$ cat src/rtl/ov7670_capture.sv
// OV7670 byte-stream capture: packs camera byte pairs into RGB565 pixels
// with linear write addresses and reports per-frame completion status.
module ov7670_capture #(
  parameter int IMG_WIDTH  = 320,
  parameter int IMG_HEIGHT = 240
) (
  input  logic        clk,
  input  logic        reset,
  input  logic        capture_en,
  input  logic        vsync,
  input  logic        href,
  input  logic [7:0]  data,
  output logic        we_out,
  output logic [16:0] wAddr_out,
  output logic [15:0] wData_out,
  output logic        frame_done,
  output logic        frame_err
);

  // Frame size must fit the 17-bit pixel counter (at most 131071 pixels).
  localparam logic [16:0] PIX_TOTAL = 17'(IMG_WIDTH * IMG_HEIGHT);
  localparam logic [16:0] CNT_MAX   = '1;

  typedef enum logic [1:0] {
    WAIT_VS_HI,
    WAIT_VS_LO,
    CAPTURE
  } state_e;

  state_e      state_q, state_d;
  logic [16:0] cnt_q,   cnt_d;
  logic        phase_q, phase_d;
  logic [7:0]  hi_q,    hi_d;
  logic        we_q,    we_d;
  logic [16:0] waddr_q, waddr_d;
  logic [15:0] wdata_q, wdata_d;
  logic        done_q,  done_d;
  logic        err_q,   err_d;

  // NOTE: every state bit is reset here, including the held pixel bus and the
  // latched high byte, so nothing is X after reset; non-blocking (<=) keeps all
  // registers updating from the same pre-edge values.
  always_ff @(posedge clk or negedge reset) begin
    if (!reset) begin
      state_q <= WAIT_VS_HI;
      cnt_q   <= '0;
      phase_q <= 1'b0;
      hi_q    <= '0;
      we_q    <= 1'b0;
      waddr_q <= '0;
      wdata_q <= '0;
      done_q  <= 1'b0;
      err_q   <= 1'b0;
    end else begin
      state_q <= state_d;
      cnt_q   <= cnt_d;
      phase_q <= phase_d;
      hi_q    <= hi_d;
      we_q    <= we_d;
      waddr_q <= waddr_d;
      wdata_q <= wdata_d;
      done_q  <= done_d;
      err_q   <= err_d;
    end
  end

  // NOTE: every _d gets a default before the case so no path infers a latch;
  // strobes default low, held values default to their current register.
  always_comb begin
    state_d = state_q;
    cnt_d   = cnt_q;
    phase_d = phase_q;
    hi_d    = hi_q;
    we_d    = 1'b0;
    waddr_d = waddr_q;
    wdata_d = wdata_q;
    done_d  = 1'b0;
    err_d   = err_q;

    unique case (state_q)
      WAIT_VS_HI: begin
        if (vsync) state_d = WAIT_VS_LO;
      end

      WAIT_VS_LO: begin
        if (!vsync) begin
          if (capture_en) begin
            state_d = CAPTURE;
            cnt_d   = '0;
            phase_d = 1'b0;
          end else begin
            state_d = WAIT_VS_HI;
          end
        end
      end

      CAPTURE: begin
        // vsync wins over href: a half-received pixel at frame end is dropped.
        if (vsync) begin
          done_d  = 1'b1;
          err_d   = (cnt_q != PIX_TOTAL);
          phase_d = 1'b0;
          state_d = WAIT_VS_LO;
        end else if (href) begin
          if (!phase_q) begin
            hi_d    = data;
            phase_d = 1'b1;
          end else begin
            phase_d = 1'b0;
            if (cnt_q < PIX_TOTAL) begin
              we_d    = 1'b1;
              waddr_d = cnt_q;
              wdata_d = {hi_q, data};
            end
            if (cnt_q != CNT_MAX) cnt_d = cnt_q + 17'd1;
          end
        end else begin
          phase_d = 1'b0;
        end
      end

      default: state_d = WAIT_VS_HI;
    endcase
  end

  assign we_out     = we_q;
  assign wAddr_out  = waddr_q;
  assign wData_out  = wdata_q;
  assign frame_done = done_q;
  assign frame_err  = err_q;

endmodule

$ cat config.mk
export PLATFORM = sky130hd
export DESIGN_NAME = ov7670_capture
export DESIGN_NICKNAME = d
export VERILOG_FILES = /design/src/rtl/ov7670_capture.sv
export SDC_FILE = /design/constraint.sdc
export NUM_CORES = 1
export LEC_CHECK = 0
export ABC_AREA = 1
export CAP_MARGIN = 40
export CORE_UTILIZATION = 50
export CTS_CLUSTER_DIAMETER = 150
export DETAILED_ROUTE_END_ITERATION = 6
export DONT_BUFFER_PORTS = 1
export SYNTH_ARGS = -nofsm -noshare
export SYNTH_HDL_FRONTEND = slang
export SYNTH_SLANG_ARGS = --single-unit
$ cat constraint.sdc
create_clock -name clk -period 6.06 [get_ports clk]
set_clock_uncertainty 0.15 [all_clocks]
set_input_delay 1.212 -clock clk [delete_from_list [all_inputs] [get_ports clk]]
set_output_delay 1.212 -clock clk [all_outputs]
set_load 0.01 [all_outputs]
Figure 1. Port wiring (run 1).
The bar under the picture is 20 um long.
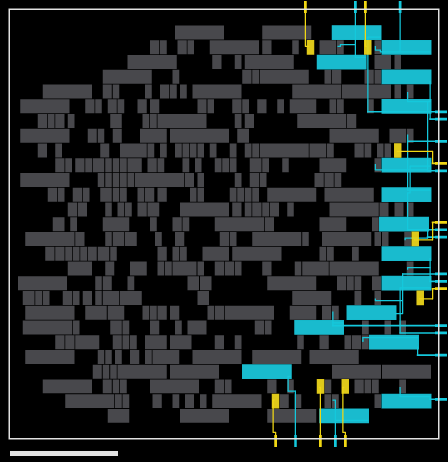
- `wData_out`: cyan (bits 16; direction output; edge 12 right, 2 top, 2 bottom; end cells 16; buffers 0; wire 272 um)
- `data`: yellow (bits 8; direction input; edge 3 right, 3 bottom, 2 top; end cells 8; buffers 0; wire 61.1 um)
Buffers on Ports: 0
io pins: 49

Figure 2. Local utilization (run 1).
The bar under the picture is 20 um long. 8 x 8 tiles, from black (low) to pale yellow (high), 0 to 100% covered.
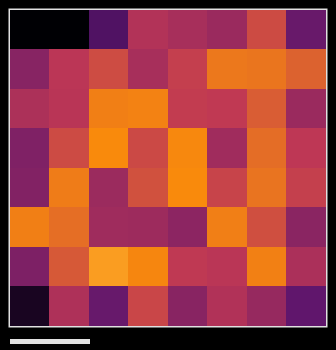
- emptiest ninth of the die: upper left
- densest ninth of the die: centre
- fullest tile: 79%
FP Util: 52.8%
core area: 0.00561 mm^2

==> Slide: Implementation Results, run 1 <==
Synthesis and Place & Route Summary

Route
  • Routed len/inst: 14.5 um
  • Drt total wl: around 6300 um
  • Number of remaining DRC errors: 0
  • Vias per cell: around 5.4
  • First-pass detailed-route iteration total: 4
  • Final ANT Viol Nets: 0

Clocking
  • Reg clk slew, reported paths: around 0.070 ns
  • CTS Hold Buffers Added: 0
  • Total CTS buffers: 9
  • CTS tree: yes
  • CTS H-tree lvls: 3
  • Root Driver: clkbuf_8
  • Setup bufs post-CTS: 0

Worst hold path
  • Hold Path Sink: wData_out[11]$_DFFE_PN0P_
  • Hold Crit Start: hi_q[3]$_DFFE_PN0P_
  • Hold-critical path depth: 2
  • Worst Hold Class: register to register

Synthesis
  • Area leader share: between 50% and 60%
  • Register share after synthesis: ~54%
  • Top cells, area: dfrtp_1 (54%), nand2_1 (14%), o21ai_0 (6.4%)
  • Synth mux share: 0%
  • Complex Gates by Area: a little under a tenth
  • Most common cell in the netlist: nand2_1
  • Commonest cells post-synth: nand2_1 (110), dfrtp_1 (64), o21ai_0 (38)
  • Syn Area/Cell: just over 8 um^2
  • Dominant register cell: dfrtp_1
  • Netlist cell types: 27
  • Adder Share, Synth: 1.27%
  • Floorplan net count: approximately 370
  • Post-synth EDFFs: 0

Final timing
  • Setup TNS: 0 ns
  • Final slew viol count: 0
  • Rel. slew slack: around half
  • Tcrit/Tclk final: 42.6%
  • Post-route worst setup slack: 3.48 ns

Final layout
  • Layout clock area frac: between 6 and 7%
  • Clock buffers: 11
  • Seq area share: approximately half
  • Comb. cell area: roughly 0.0011 mm^2
  • Finished Layout Cells: about 430
  • Commonest Layout Cell: nand2_1
  • Area growth syn-to-layout: 8.15%
  • Most instantiated logic cells after routing: nand2_1 (110), dfrtp_1 (64), o21ai_0 (38)
  • Plain + repair buffers: 2

Flow run
  • Max Cap Viol: 0

Power and ir drop
  • Switching share of power: approximately 26%
  • Peak supply drop: 0.000157 V
  • Sequential cell power: slightly above 0.5 mW

Worst setup path
  • Critical path required time: just over 6 ns
  • Crit path launch type: register
  • Most used cell, CP: nand3_1
  • R2R Path Start: cnt_q[0]$_DFFE_PN0P_
  • CP Data Arrival Time: roughly 2.7 ns
  • R2R depth: 13
  • Reg2Reg Setup Slack: between 3 and 4 ns

Placed design
  • Area after DPL: between 0.003 and 0.004 mm^2
  • Dpl hpwl: 4380 um

Global route
  • Number of global-route vias before repair: about 2200
  • Grt total ovfl: 0

Run status
  • Status: finished clean
Figure 3. Routing congestion map (run 1).
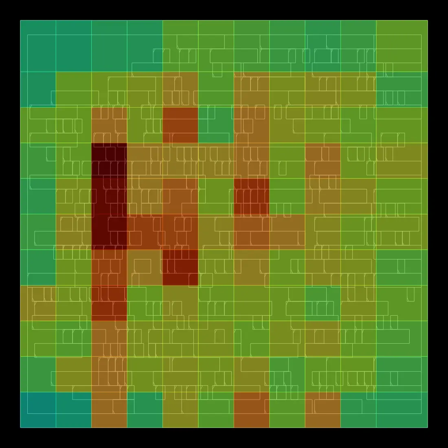
met1 usage: 30.9%
met2 usage: 34.1%
fin util: 57.1%

Figure 4. Floorplan with the power grid (run 1).
The bar under the picture is 20 um long. Pins as bars on the die edge.
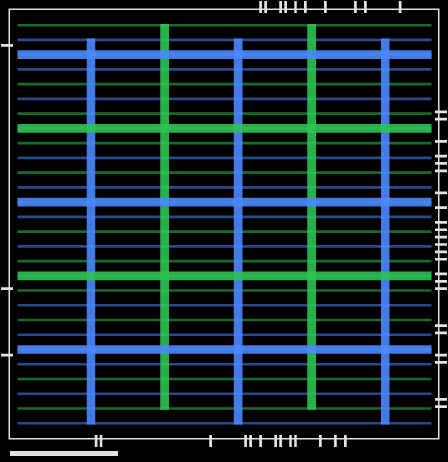
- VSS: blue
- VDD: green
- met5 straps: 5
- signal pins: 49
- rows: 27
- met1 rails: 28
- met4 straps: 5
Die X: 79.0 um
Die Y: 79.0 um

-- run 1: per-layer routing --
metal,wire (um),vias up,track usage [%]
met3,343,11,5.63
met5,0,-,0
li1,-,1152,-
met4,94,0,10.7
met1,3040,1102,30.9
met2,2790,60,34.1
-- run 1: worst max path at each step --
stage | end | slack (ns)
finish | cnt_q[1]$_DFFE_PN0P_ | 3.48
floorplan | wAddr_out[15]$_DFFE_PN0P_ | 3.89
global placement | wData_out[12]$_DFFE_PN0P_ | 3.10
detailed placement | cnt_q[16]$_DFFE_PN0P_ | 3.46
global route | cnt_q[0]$_DFFE_PN0P_ | 3.22
CTS | cnt_q[1]$_DFFE_PN0P_ | 3.45
Figure 5. Placed cells, one colour a class (run 1).
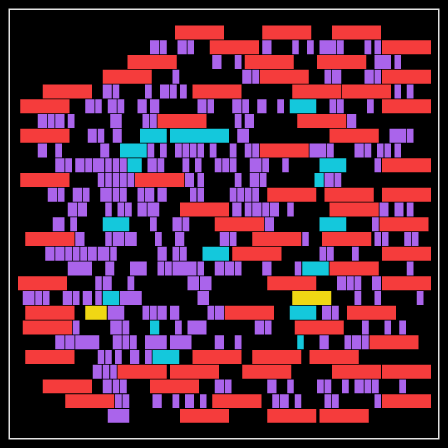

--- run 2 (diff from run 1) ---
--- a/config.mk
+++ b/config.mk
@@ -11,6 +11,7 @@
 export CTS_CLUSTER_DIAMETER = 150
 export DETAILED_ROUTE_END_ITERATION = 6
 export DONT_BUFFER_PORTS = 1
+export PLACE_DENSITY = 0.68
 export SYNTH_ARGS = -nofsm -noshare
 export SYNTH_HDL_FRONTEND = slang
 export SYNTH_SLANG_ARGS = --single-unit
==> constraint.sdc (replaced) <==
create_clock -name clk -period 2.07 [get_ports clk]
set_clock_uncertainty 0.15 [all_clocks]
set_input_delay 0.414 -clock clk [delete_from_list [all_inputs] [get_ports clk]]
set_output_delay 0.414 -clock clk [all_outputs]
set_load 0.01 [all_outputs]
Figure 6. Placed cells, one colour a class (run 2).
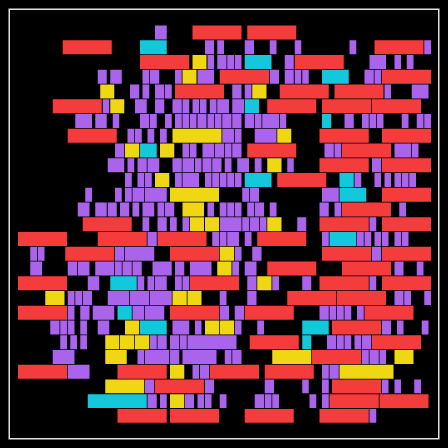
- clock drivers and dummy loads: cyan (cells 16)
- other buffers and delay cells: yellow (cells 35)
- combinational and other logic: purple (cells 281)
- flops: red (cells 64)
Finished Cell Area: 0.00364 mm^2
fin util: 65.0%

==> Slide: Implementation Results, run 2 <==
Synthesis and Place & Route Summary

Route
  • Drt total wl: 7180 um (+14%)
  • First-pass detailed-route iteration total: 5 (+1)
  • Met2 WL: 3360 um (+20%)
  • Top Metal Used: met4
  • Final ANT Viol Nets: 0 (unchanged)
  • Met3 WL post-DR: 534 um (+56%)
  • Routed len/inst: 15.3 um (+6.1%)
  • Wl on met1: 3070 um (+0.99%)
  • Number of remaining DRC errors: 0 (unchanged)
  • Vias per cell: 5.44 (+1.5%)

Clocking
  • Setup bufs post-CTS: 0 (unchanged)
  • CTS tree: yes
  • CTS H-tree lvls: 3 (unchanged)
  • Reg clk slew, reported paths: 0.07 ns (about the same)
  • Total CTS buffers: 9 (unchanged)
  • Clk buf depth: 2
  • Clock Latency Late Sink: about 0.34 ns
  • Root Driver: clkbuf_8
  • CTS Hold Buffers Added: 3 (+3)

Synthesis
  • Dominant register cell: dfrtp_1
  • Syn Area/Cell: 8.32 um^2 (unchanged)
  • Post-synth EDFFs: 0 (unchanged)
  • Seq cells post-synth: 64
  • Area leader share: 54.1% (unchanged)
  • Simple share: approximately 27%
  • Top cells, area: dfrtp_1 (54%), nand2_1 (14%), o21ai_0 (6.4%)
  • Most common cell in the netlist: nand2_1
  • Adder Share, Synth: 1.27% (unchanged)
  • Complex Gates by Area: 9.46% (unchanged)
  • Syn. warnings: 0
  • Register share after synthesis: 54.1% (unchanged)
  • Synth mux share: 0% (unchanged)
  • Floorplan net count: 372 (unchanged)
  • Commonest cells post-synth: nand2_1 (110), dfrtp_1 (64), o21ai_0 (38)
  • Netlist cell types: 27 (unchanged)

Worst setup path
  • Worst path slowest cell: dfrtp_1
  • Most used cell, CP: nand2_2
  • Crit end category: register
  • Crit path launch type: register
  • Worst Path Buf+Inv: 3
  • Critical path class: register to register
  • Critical path required time: 2.15 ns (-4.00 ns)
  • CP Data Arrival Time: 2.18 ns (-0.49 ns)

Placed design
  • Buffers on Ports: 0 (unchanged)
  • Area after DPL: 0.00319 mm^2 (+6.1%)
  • Dpl hpwl: 4420 um (+0.87%)

Global route
  • Met2 usage: 34.8% (+0.69 points)
  • Number of global-route vias before repair: 2262 (+3.2%)
  • Grt peak-use layer: met2
  • Met1 usage: 29.0% (-1.8 points)
  • GR Util met3: 7.24% (+1.6 points)
  • Grt total ovfl: 0 (unchanged)

Final timing
  • Setup violations, final: 9
  • Final slew viol count: 0 (unchanged)
  • Post-route worst setup slack: -0.0279 ns (-3.51 ns)
  • Max Clk Rate: between 400 and 500 MHz
  • Setup TNS: -0.132 ns (-0.132 ns)
  • Tcrit/Tclk final: 101% (+59 points)
  • Rel. slew slack: 69.6% (+20 points)
  • Worst slew pin tran: ~0.46 ns

Floorplan
  • Io pins: 49 (unchanged)
  • Core area: 0.00561 mm^2 (unchanged)
  • Die Y: 79.0 um (unchanged)
  • FP Util: 52.8% (unchanged)
  • Die X: 79.0 um (unchanged)

Final layout
  • Final nets: 407
  • Clock buffers: 9 (-2)
  • Register area: 0.00160 mm^2
  • Commonest Layout Cell: nand2_1
  • Layout cell share with drive strength beyond 1: between 20 and 25%
  • Comb. cell area: 0.00126 mm^2 (+10%)
  • Finished Layout Cells: 468 (+7.8%)
  • Layout clock area frac: 5.36% (-0.81 points)
  • Seq area share: 44.0% (-6.0 points)
  • Most instantiated logic cells after routing: nand2_1 (99), dfrtp_1 (64), inv_1 (35)
  • Inverters: 38
  • Area growth syn-to-layout: 23.0%
  • Plain + repair buffers: 35 (+33)

Worst hold path
  • Worst Hold Class: input port to register

Power and ir drop
  • Int Pwr: between 2 and 2.5 mW
  • Switching share of power: 28.0% (+2.1 points)
  • Sequential cell power: 1.50 mW (+190%)

Run status
  • Status: finished, violations left
  • Violated checks: setup timing

Flow run
  • Max Cap Viol: 0 (unchanged)
Figure 7. Floorplan with the power grid (run 2).
The bar under the picture is 20 um long. Pins as bars on the die edge.
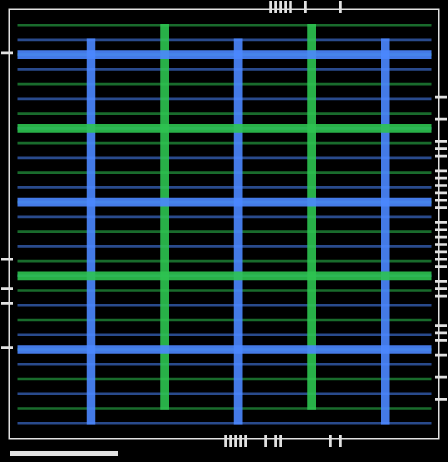
- VDD: green
- VSS: blue
- rows: 27
- signal pins: 49
- met1 rails: 28
- met5 straps: 5
Peak supply drop: 0.000460 V

run 2: cell counts after synthesis:
No cell type changed its count.
run 2: final timing paths:
| check | depth (start not counted) | slack, ns | startpoint | end |
|---|---|---|---|---|
| max in group asynchronous | 2 | 1.05 | reset | cnt_q[10]$_DFFE_PN0P_ |
| setup / recovery | 13 | -0.03 | cnt_q[1]$_DFFE_PN0P_ | cnt_q[10]$_DFFE_PN0P_ |
| hold / removal | 2 | 0.08 | data[0] | wData_out[0]$_DFFE_PN0P_ |
| setup reg to reg | 13 | -0.03 | cnt_q[1]$_DFFE_PN0P_ | cnt_q[10]$_DFFE_PN0P_ |
| hold reg to reg | 2 | 0.32 | hi_q[2]$_DFFE_PN0P_ | wData_out[10]$_DFFE_PN0P_ |
| min in group asynchronous | 2 | 0.46 | reset | wData_out[3]$_DFFE_PN0P_ |
Figure 8. Routing congestion map (run 2).
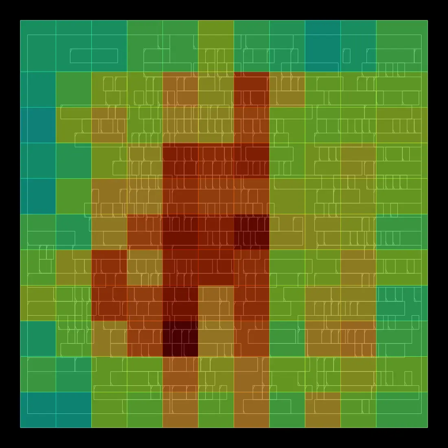

--- run 3 (diff from run 2) ---
--- a/config.mk
+++ b/config.mk
@@ -12,6 +12,7 @@
 export DETAILED_ROUTE_END_ITERATION = 6
 export DONT_BUFFER_PORTS = 1
 export PLACE_DENSITY = 0.68
+export SKIP_LAST_GASP = 1
 export SYNTH_ARGS = -nofsm -noshare
 export SYNTH_HDL_FRONTEND = slang
 export SYNTH_SLANG_ARGS = --single-unit
Figure 9. Routing congestion map (run 3).
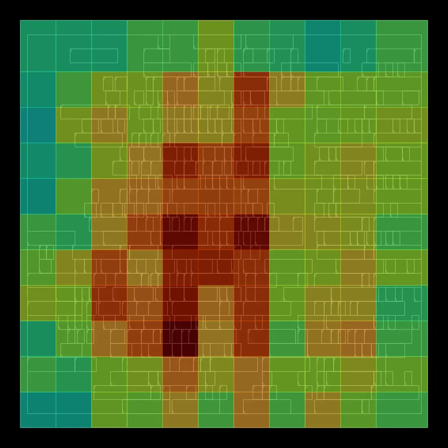
GR Util met3: 7.24%
routed len/inst: 15.4 um

Figure 10. Local utilization (run 3).
The bar under the picture is 20 um long. 8 x 8 tiles, from black (low) to pale yellow (high), 0 to 100% covered.
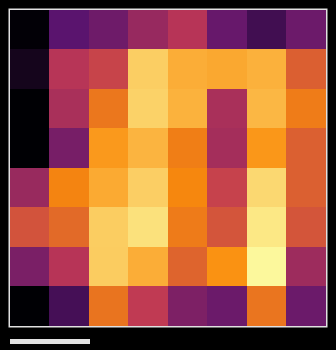
- fullest tile: 99%
- emptiest ninth of the die: upper left
- densest ninth of the die: centre
- mean over tiles: 57%
fin util: 64.9%

==> Slide: Implementation Results, run 3 <==
Synthesis and Place & Route Summary

Run status
  • Status: finished, violations left
  • Violated checks: setup timing

Final timing
  • Rel. slew slack: 69.6% (about the same)
  • Post-route worst setup slack: -0.0263 ns (+0.00164 ns)
  • Setup TNS: -0.123 ns (+0.00850 ns)
  • Setup violations, final: 10 (+1)
  • Final slew viol count: 0 (unchanged)
  • Max Clk Rate: 477 MHz (about the same)

Synthesis
  • Dominant register cell: dfrtp_1
  • Register share after synthesis: 54.1% (unchanged)
  • Netlist cell types: 27 (unchanged)
  • Post-synth EDFFs: 0 (unchanged)
  • Top cells, area: dfrtp_1 (54%), nand2_1 (14%), o21ai_0 (6.4%)
  • Area leader share: 54.1% (unchanged)
  • Floorplan net count: 372 (unchanged)

Worst setup path
  • Worst path slowest cell: dfrtp_1
  • Crit path capture: cnt_q[10]$_DFFE_PN0P_
  • Critical path class: register to register
  • Reg2Reg Setup Slack: -0.03 ns (about the same)
  • CP Data Arrival Time: 2.18 ns (about the same)
  • Crit end category: register
  • R2R Path Start: cnt_q[1]$_DFFE_PN0P_
  • Worst Path Buf+Inv: 3 (unchanged)
  • Crit path launch type: register
  • End of the worst register-to-register path: cnt_q[10]$_DFFE_PN0P_

Route
  • Wl on met1: 3140 um (+2.2%)
  • Drt total wl: 7190 um (+0.13%)
  • Met3 WL post-DR: 546 um (+2.2%)
  • Top Metal Used: met4
  • Vias per cell: 5.43 (-0.16%)
  • Met2 WL: 3310 um (-1.5%)
  • Final ANT Viol Nets: 0 (unchanged)
  • Number of remaining DRC errors: 0 (unchanged)

Clocking
  • Reg clk slew, reported paths: 0.07 ns (about the same)
  • Root Driver: clkbuf_8
  • Clk buf depth: 2 (unchanged)
  • CTS tree: yes
  • CTS H-tree lvls: 3 (unchanged)
  • CTS Hold Buffers Added: 2 (-1)
  • Setup bufs post-CTS: 0 (unchanged)

Global route
  • Number of global-route vias before repair: 2262 (unchanged)
  • Grt total ovfl: 0 (unchanged)
  • Met2 usage: 34.8% (unchanged)
  • Grt peak-use layer: met2

Worst hold path
  • Hold Path Sink: wData_out[0]$_DFFE_PN0P_
  • Worst Hold Class: input port to register
  • Hold Crit Start: data[0]

Floorplan
  • Core area: 0.00561 mm^2 (unchanged)
  • Io pins: 49 (unchanged)
  • FP Util: 52.8% (unchanged)

Final layout
  • Finished Layout Cells: 468 (unchanged)
  • Layout cell share with drive strength beyond 1: 22.5% (unchanged)
  • Most instantiated logic cells after routing: nand2_1 (99), dfrtp_1 (64), inv_1 (35)
  • Area growth syn-to-layout: 22.9%
  • Final nets: 407 (unchanged)
  • Register area: 0.00160 mm^2 (unchanged)
  • Commonest Layout Cell: nand2_1
  • Comb. cell area: 0.00125 mm^2 (-0.40%)

Placed design
  • Buffers on Ports: 0 (unchanged)
  • Dpl hpwl: 4420 um (unchanged)

Power and ir drop
  • Sequential cell power: 1.50 mW (about the same)
  • Peak supply drop: 0.000460 V (about the same)

Flow run
  • Max Cap Viol: 0 (unchanged)
-- run 3: cell counts after synthesis --
No cell type changed its count.
-- run 3: layout make-up --
type / instances / area share (%)
multi-input combinational: 243 / 34.4
sequential: 64 / 44.0
clock buffer: 9 / 3.40
timing repair buffer: 35 / 9.77
clock inverter: 7 / 1.96
inverter: 38 / 3.95
tap: 72 / 2.48
-- run 3: cell families (layout without fill, tap and decap cells) --
logic type               count (synthesis)  in the layout  share of synthesized area [%]
buffers and inverters                   50             89                           7.48
AND-OR/OR-AND                           53             53                           9.46
XOR/XNOR                                 2              2                          0.592
adder cells (fa/ha/maj)                  3              3                           1.27
flip-flops                              64             64                           54.1
AND/OR/NAND/NOR                        184            185                           27.1
Power figures rest on the tool's default switching activity, not on a simulated workload.
